## config.mk

```make
export PLATFORM = sky130hd
export DESIGN_NAME = noc_tx_scheduler
export DESIGN_NICKNAME = d
export VERILOG_FILES = /design/src/rtl/noc_tx_scheduler_pkg.sv /design/src/rtl/noc_flit_fifo.sv /design/src/rtl/noc_tx_scheduler.sv
export SDC_FILE = /design/constraint.sdc
export NUM_CORES = 2
export LEC_CHECK = 0
export CELL_PAD_IN_SITES_DETAIL_PLACEMENT = 1
export CELL_PAD_IN_SITES_GLOBAL_PLACEMENT = 1
export CORE_MARGIN = 5
export CORE_UTILIZATION = 35
export DETAILED_ROUTE_END_ITERATION = 6
export PLACE_DENSITY = 0.55
export SLEW_MARGIN = 40
export SYNTH_ARGS = -nofsm -noshare
export SYNTH_HDL_FRONTEND = slang
export SYNTH_SLANG_ARGS = --single-unit
```

## constraint.sdc

```tcl
create_clock -name nocclk -period 13 [get_ports nocclk]
set_clock_uncertainty 0.1 [all_clocks]
set_input_delay 3.9 -clock nocclk [delete_from_list [all_inputs] [get_ports nocclk]]
set_output_delay 3.9 -clock nocclk [all_outputs]
set_load 0.005 [all_outputs]
```

## src/rtl/noc_tx_scheduler_pkg.sv

```systemverilog
// noc_tx_scheduler_pkg: shared defaults, flit type, channel indices and wrap helper for the tx scheduler
package noc_tx_scheduler_pkg;
  localparam int WORD_W_DEF = 32;
  localparam int WORDS_PER_FLIT_DEF = 4;
  localparam int FLIT_W_DEF = WORD_W_DEF * WORDS_PER_FLIT_DEF;
  localparam int NUM_CH_DEF = 3;
  localparam int DEPTH_DEF = 8;
  localparam int CH_ACK = 0;
  localparam int CH_FWD = 1;
  localparam int CH_LOCAL = 2;
  typedef logic [FLIT_W_DEF-1:0] flit_t;
  function automatic int next_idx(input int cur, input int n);
    return cur >= n - 1 ? 0 : cur + 1;
  endfunction
endpackage

```

## src/rtl/noc_flit_fifo.sv

```systemverilog
// noc_flit_fifo: per-channel flit FIFO; full/empty come straight from the occupancy counter
module noc_flit_fifo #(
  parameter int DEPTH = 8,
  parameter int FLIT_W = 128
) (
  input  logic              nocclk,
  input  logic              rst_n,
  input  logic              clear,
  input  logic              push,
  input  logic [FLIT_W-1:0] push_data,
  input  logic              pop,
  output logic [FLIT_W-1:0] head_data,
  output logic              empty,
  output logic              full
);
  localparam int AW = $clog2(DEPTH);
  localparam int CW = $clog2(DEPTH + 1);
  logic [FLIT_W-1:0] mem [DEPTH];
  logic [AW-1:0] head, tail;
  logic [CW-1:0] count;
  logic do_push, do_pop;
  assign full = count == CW'(DEPTH);
  assign empty = count == '0;
  // a full FIFO refuses the push even if it pops on the same edge
  assign do_push = push && !full;
  assign do_pop = pop && !empty;
  assign head_data = mem[head];
  always_ff @(posedge nocclk)
    if (do_push) mem[tail] <= push_data;
  always_ff @(posedge nocclk or negedge rst_n)
    if (!rst_n) begin
      head <= '0;
      tail <= '0;
      count <= '0;
    end else if (clear) begin
      head <= '0;
      tail <= '0;
      count <= '0;
    end else begin
      if (do_push) tail <= tail + AW'(1);
      if (do_pop) head <= head + AW'(1);
      count <= count + CW'(do_push) - CW'(do_pop);
    end
endmodule

```

## src/rtl/noc_tx_scheduler.sv

```systemverilog
// noc_tx_scheduler: word packer, per-channel flit FIFOs, strict/round-robin arbiter and registered output
module noc_tx_scheduler
  import noc_tx_scheduler_pkg::*;
#(
  parameter int WORD_W = WORD_W_DEF,
  parameter int WORDS_PER_FLIT = WORDS_PER_FLIT_DEF,
  parameter int NUM_CH = NUM_CH_DEF,
  parameter int DEPTH = DEPTH_DEF,
  parameter int RR_MODE = 0,
  localparam int FLIT_W = WORD_W * WORDS_PER_FLIT,
  localparam int CH_W = $clog2(NUM_CH)
) (
  input  logic                         nocclk,
  input  logic                         rst_n,
  input  logic                         clear,
  input  logic [(NUM_CH-1)*FLIT_W-1:0] ext_flit,
  input  logic [NUM_CH-2:0]            ext_vld,
  output logic [NUM_CH-2:0]            ext_rdy,
  input  logic [WORD_W-1:0]            word_in,
  input  logic                         word_vld,
  output logic                         word_rdy,
  output logic [FLIT_W-1:0]            out_flit,
  output logic                         out_vld,
  output logic [CH_W-1:0]              out_ch,
  input  logic                         out_rdy,
  output logic [NUM_CH-1:0]            ch_empty,
  output logic [NUM_CH-1:0]            ch_full
);
  localparam int LAST = WORDS_PER_FLIT - 1;
  localparam int PW = WORDS_PER_FLIT > 1 ? $clog2(WORDS_PER_FLIT) : 1;
  logic [PW-1:0] pos;
  logic [FLIT_W-1:0] pack, packed_flit;
  logic [FLIT_W-1:0] push_data [NUM_CH];
  logic [FLIT_W-1:0] head_data [NUM_CH];
  logic [NUM_CH-1:0] push, pop;
  logic [CH_W-1:0] gnt, idx, start, last_grant;
  logic word_acc, last_acc, any, load, take;
  assign ext_rdy = ~ch_full[NUM_CH-2:0] & {(NUM_CH-1){!clear}};
  assign word_rdy = !(pos == PW'(LAST) && ch_full[NUM_CH-1]) && !clear;
  assign word_acc = word_vld && word_rdy;
  assign last_acc = word_acc && pos == PW'(LAST);
  assign push = {last_acc, ext_vld & ext_rdy};
  always_comb begin
    packed_flit = pack;
    for (int k = 0; k < WORDS_PER_FLIT; k++)
      if (pos == PW'(k)) packed_flit[k*WORD_W +: WORD_W] = word_in;
  end
  for (genvar i = 0; i < NUM_CH - 1; i++) begin : g_ext
    assign push_data[i] = ext_flit[i*FLIT_W +: FLIT_W];
  end
  assign push_data[NUM_CH-1] = packed_flit;
  for (genvar i = 0; i < NUM_CH; i++) begin : g_ch
    noc_flit_fifo #(.DEPTH(DEPTH), .FLIT_W(FLIT_W)) u_fifo (
      .nocclk    (nocclk),
      .rst_n     (rst_n),
      .clear     (clear),
      .push      (push[i]),
      .push_data (push_data[i]),
      .pop       (pop[i]),
      .head_data (head_data[i]),
      .empty     (ch_empty[i]),
      .full      (ch_full[i])
    );
  end
  // scanning from the highest offset down leaves the first non-empty channel after start in gnt
  assign start = RR_MODE != 0 ? CH_W'(next_idx(int'(last_grant), NUM_CH)) : '0;
  always_comb begin
    any = 1'b0;
    gnt = '0;
    idx = '0;
    for (int k = NUM_CH - 1; k >= 0; k--) begin
      idx = CH_W'((int'(start) + k) % NUM_CH);
      if (!ch_empty[idx]) begin
        any = 1'b1;
        gnt = idx;
      end
    end
  end
  assign load = !out_vld || out_rdy;
  assign take = load && any && !clear;
  assign pop = take ? NUM_CH'(1) << gnt : '0;
  always_ff @(posedge nocclk or negedge rst_n)
    if (!rst_n) begin
      pos <= '0;
      pack <= '0;
      out_vld <= 1'b0;
      out_flit <= '0;
      out_ch <= '0;
      last_grant <= CH_W'(NUM_CH - 1);
    end else if (clear) begin
      pos <= '0;
      pack <= '0;
      out_vld <= 1'b0;
      out_flit <= '0;
      out_ch <= '0;
      last_grant <= CH_W'(NUM_CH - 1);
    end else begin
      if (word_acc) begin
        pack <= packed_flit;
        pos <= last_acc ? '0 : pos + PW'(1);
      end
      if (load) out_vld <= any;
      if (take) begin
        out_flit <= head_data[gnt];
        out_ch <= gnt;
        last_grant <= gnt;
      end
    end
endmodule

```

### Local utilization

The die is cut into 31 by 31 equal tiles; black is low, pale yellow is high, 0 to 100% covered.
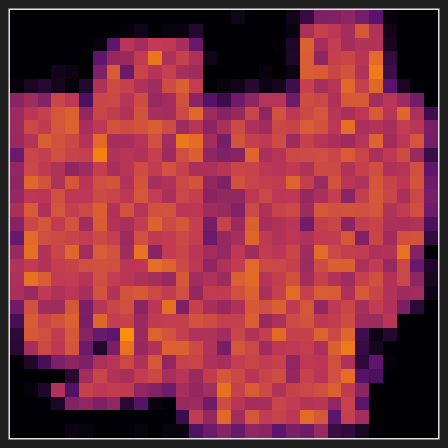
The mean over all tiles is 38%. 17% of the tiles are nearly empty. The fullest tile reaches 75%.
FP Util: 35.2%
Core Area: 369000 um2
Layout Utilization: 41.5%

### Routing congestion

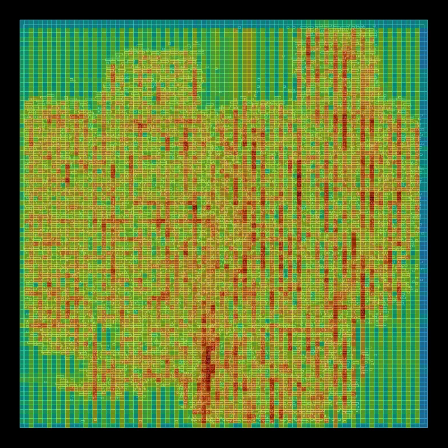
routing usage on met1: 24.9%
busiest grt layer: met2

### Register map, names as in the netlist

Other sequential cells in the stronger gray, the rest of the logic in the fainter gray.
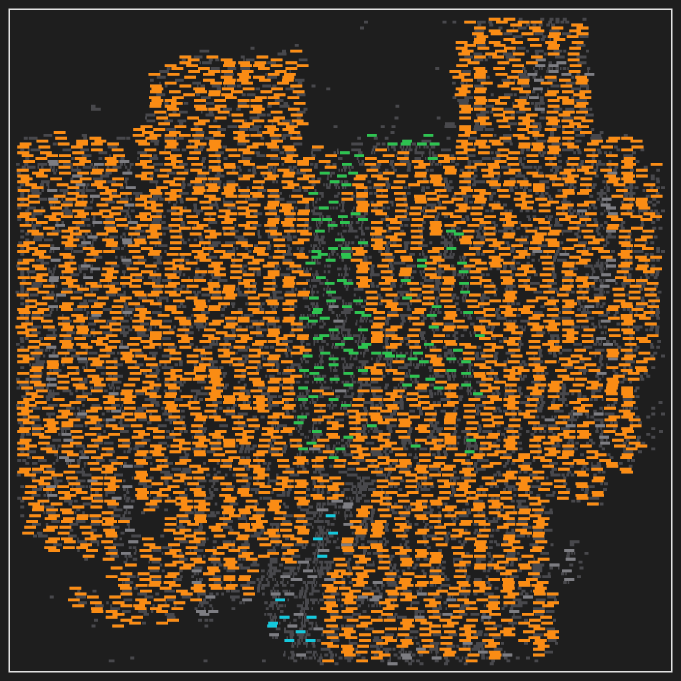
`pack`: in green, placed flops 128, where center. `g_ch.u_fifo.count`: in cyan, placed flops 12, where bottom center. `g_ch.u_fifo.mem`: in orange, placed flops 3072, where widely spread.
Another 151 sequential cells are not colored.
Flop area: 99600 um2
fraction of standard cell area that is sequential: 64.9%
Seq group: 12500 uW

### Cells colored by class

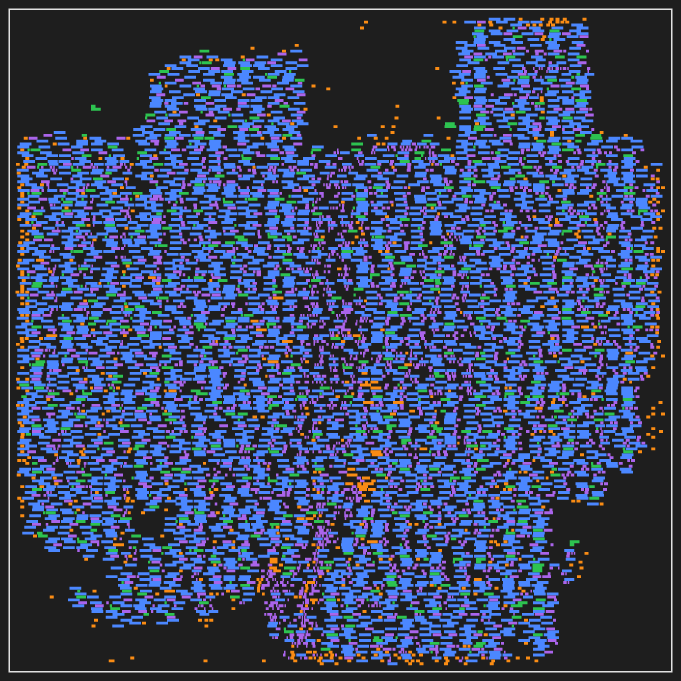
remaining buffers and delay cells: in orange, cells 616. registers: in blue, cells 3363. remaining logic cells: in purple, cells 2813. clock drivers and dummy loads: in green, cells 688.
Cell Rows: 223
Finished Cell Area: 153000 um2

[final timing paths]
check,from,to,cells past startpoint
max in group asynchronous,rst_n,pack[83],3
min in group asynchronous,rst_n,out_flit[108],1
worst max-delay path,clear,ext_rdy[0],3
worst min-delay path,out_flit[88],out_flit[88],2
worst min register to register,out_flit[88],out_flit[88],2
worst max register to register,g_ch[0].u_fifo.head[1],out_flit[52],7
[registers in the layout, summed over array words and instances (netlist names)]
signal and count:
g_ch.u_fifo.mem 3072, out_flit 128, pack 128, g_ch.u_fifo.count 12, g_ch.u_fifo.head 9, g_ch.u_fifo.tail 9
out_ch 2, pos 2, out_vld 1
[cell usage after synthesis, types with 5 or more instances]
cell and count:
buf_2 127, buf_4 58, clkbuf_4 5, edfxtp_1 3072, ha_1 28, buf_1 36
o221ai_1 41, a311oi_1 64, nor2_1 109, a21oi_1 28, mux2_2 236, xnor2_1 10
a22oi_1 194, mux2i_1 645, nor3_1 11, o22ai_1 149, nor2b_1 56, clkbuf_1 191
mux4_2 425, nand2b_1 121, o31ai_1 64, a221oi_1 86, inv_1 21, a32oi_1 64
xor2_1 7, a22o_1 64, o21ai_0 112, dfrtp_1 291, nand2_1 238
[routing by layer]
layer | up-vias | global-route usage [%] | share of wire [%] | wire (um)
li1 | 28200 | - | - | -
met1 | 35400 | 24.9 | 42 | 156000
met2 | 1467 | 32.6 | 50 | 185000
met3 | 579 | 3.16 | 4.8 | 17500
met4 | 58 | 4.74 | 2.6 | 9540
met5 | - | 0 | 0.10 | 386
[cell families after synthesis]
group	after synthesis	share of synthesized area, %
AND-OR/OR-AND	877	4.97
XOR/XNOR	17	0.115
adder cells (fa/ha/maj)	31	0.316
buffers and inverters	444	1.60
flip-flops	3363	76.6
multiplexers	1306	14.4
AND/OR/NAND/NOR	556	2.02
[critical path: cells and delay by family]
| family | cells | cell delay (ns) |
|---|---|---|
| buffers and inverters | 2 | 0.98 |
| and+or+nand+nor | 1 | 0.15 |
[per-stage QoR]
step / power [uW] / cell area, um2
after floorplan: 15500 / 130000
after global placement: 17600 / 140000
after detailed placement: 17800 / 141000
after CTS: 28300 / 153000
after global routing: 29100 / 153000
final: 27900 / 153000
[final cells by class]
class                      count  area, um2
multi-input combinational   2787      28800
clock buffer                 519      10300
timing repair buffer         616       6480
fill                       35000     216000
clock inverter               169       1900
inverter                      26        105
sequential                  3363      99600
tap                         4950       6190
antenna                       27       67.6
[where the power goes]
part	switching [uW]	total (uW)	leakage [uW]	internal (uW)
Sequential	276	12500	0.0317	12300
Combinational	2950	4860	0.0102	1910
Clock	4290	10500	0.00598	6220
Total	7510	27900	0.0479	20400
==> impl_metrics.json <==
{
  "ys_cells": 6594,
  "synth_chip_area_um2": 130000,
  "arrival_ns": 5.04,
  "tightest_slew_ns": 0.920,
  "root_buffer": "clkbuf_16",
  "min_period_ns": 9.04,
  "cts_resized": 0,
  "ys_types": 52,
  "grtUsageTotal_pct": 18.9,
  "hp-class": "register to register",
  "drcViolationCount": 0,
  "async_reset_ff_share_pct": 8.65,
  "drtAntennaViolNets": 0,
  "max-vdd-ir-drop_v": 0.000124,
  "dp_hpwl_mm": 224,
  "io_buffers": 434,
  "chip_area_um2": 384000,
  "power_density_nw_per_um2": 182,
  "cts_tree": "done",
  "tool_warnings": 38,
  "avgSynthCellArea_um2": 19.7,
  "yosys.stat.seqShare_pct": 76.6,
  "grt_max_degree": 103,
  "r2r_setup_slack_ns": 8.67,
  "gr-total-overflow": 0,
  "flop_cell": "edfxtp_1",
  "drtPass1Iterations": 5,
  "synth_flops": 3363,
  "whs_ns": 0.379,
  "hold_viol_final": 0,
  "synth-edff-count": 3072,
  "grt_pass1_wl_mm": 526,
  "wirelength_mm": 369,
  "cts.path.max_buffers": 4,
  "topCellsByArea": "edfxtp_1 (71%), mux4_2 (7.4%), dfrtp_1 (5.6%)",
  "wl_per_cell_um": 29.6,
  "max_stage_delay_ns": 0.49,
  "layout-drive-gt1-share_pct": 19.6,
  "end_kind": "output port",
  "finalNonFillerCells": 12500,
  "clk-insertion-delay-late_ns": 0.91,
  "cts_buffers": 372,
  "cp_max_fo": 83,
  "setup_viol": 0,
  "dp_cells": 11700,
  "htreeDepth": 5,
  "final_cell_mix": "edfxtp_1 (3072), mux2i_1 (645), clkdlybuf4s50_1 (431), mux4_2 (425), clkbuf_16 (376)",
  "critPathLaunchType": "input port",
  "post-route-period-util_pct": 69.5,
  "ctsHoldBuffers": 0,
  "max_freq_mhz": 111,
  "die_w_um": 619,
  "critPathKind": "input port to output port",
  "syn_inst": 6594,
  "cts_setup_buffers": 0,
  "final_common_cell": "edfxtp_1",
  "finalMaxSlewViolations": 0,
  "slew_headroom_pct": 38.7,
  "drt_iter0_drc": 5035,
  "fin_tns_setup_ns": 0,
  "place_ws_ns": 3.87,
  "grt_antenna_before_repair": 107,
  "netlist.area_leader.share_pct": 71.0,
  "via_per_inst": 5.28,
  "vias": 65800,
  "worstPathRequired_ns": 9.00,
  "synth_warnings": 0,
  "die_y_um": 619,
  "io-pin-count": 435,
  "path_clk_slew_ns": 0.06,
  "gp_congestion": 0.725,
  "final_net_count": 7492,
  "status": "completed",
  "grt_pass1_vias": 70100,
  "syn_area_um2": 130000,
  "rsz0062_at_grt": "no",
  "clock_sinks": 3363,
  "p_leak_uw": 0.0479,
  "maxCapViolations": 0
}
Power figures rest on the tool's default switching activity, not on a simulated workload.
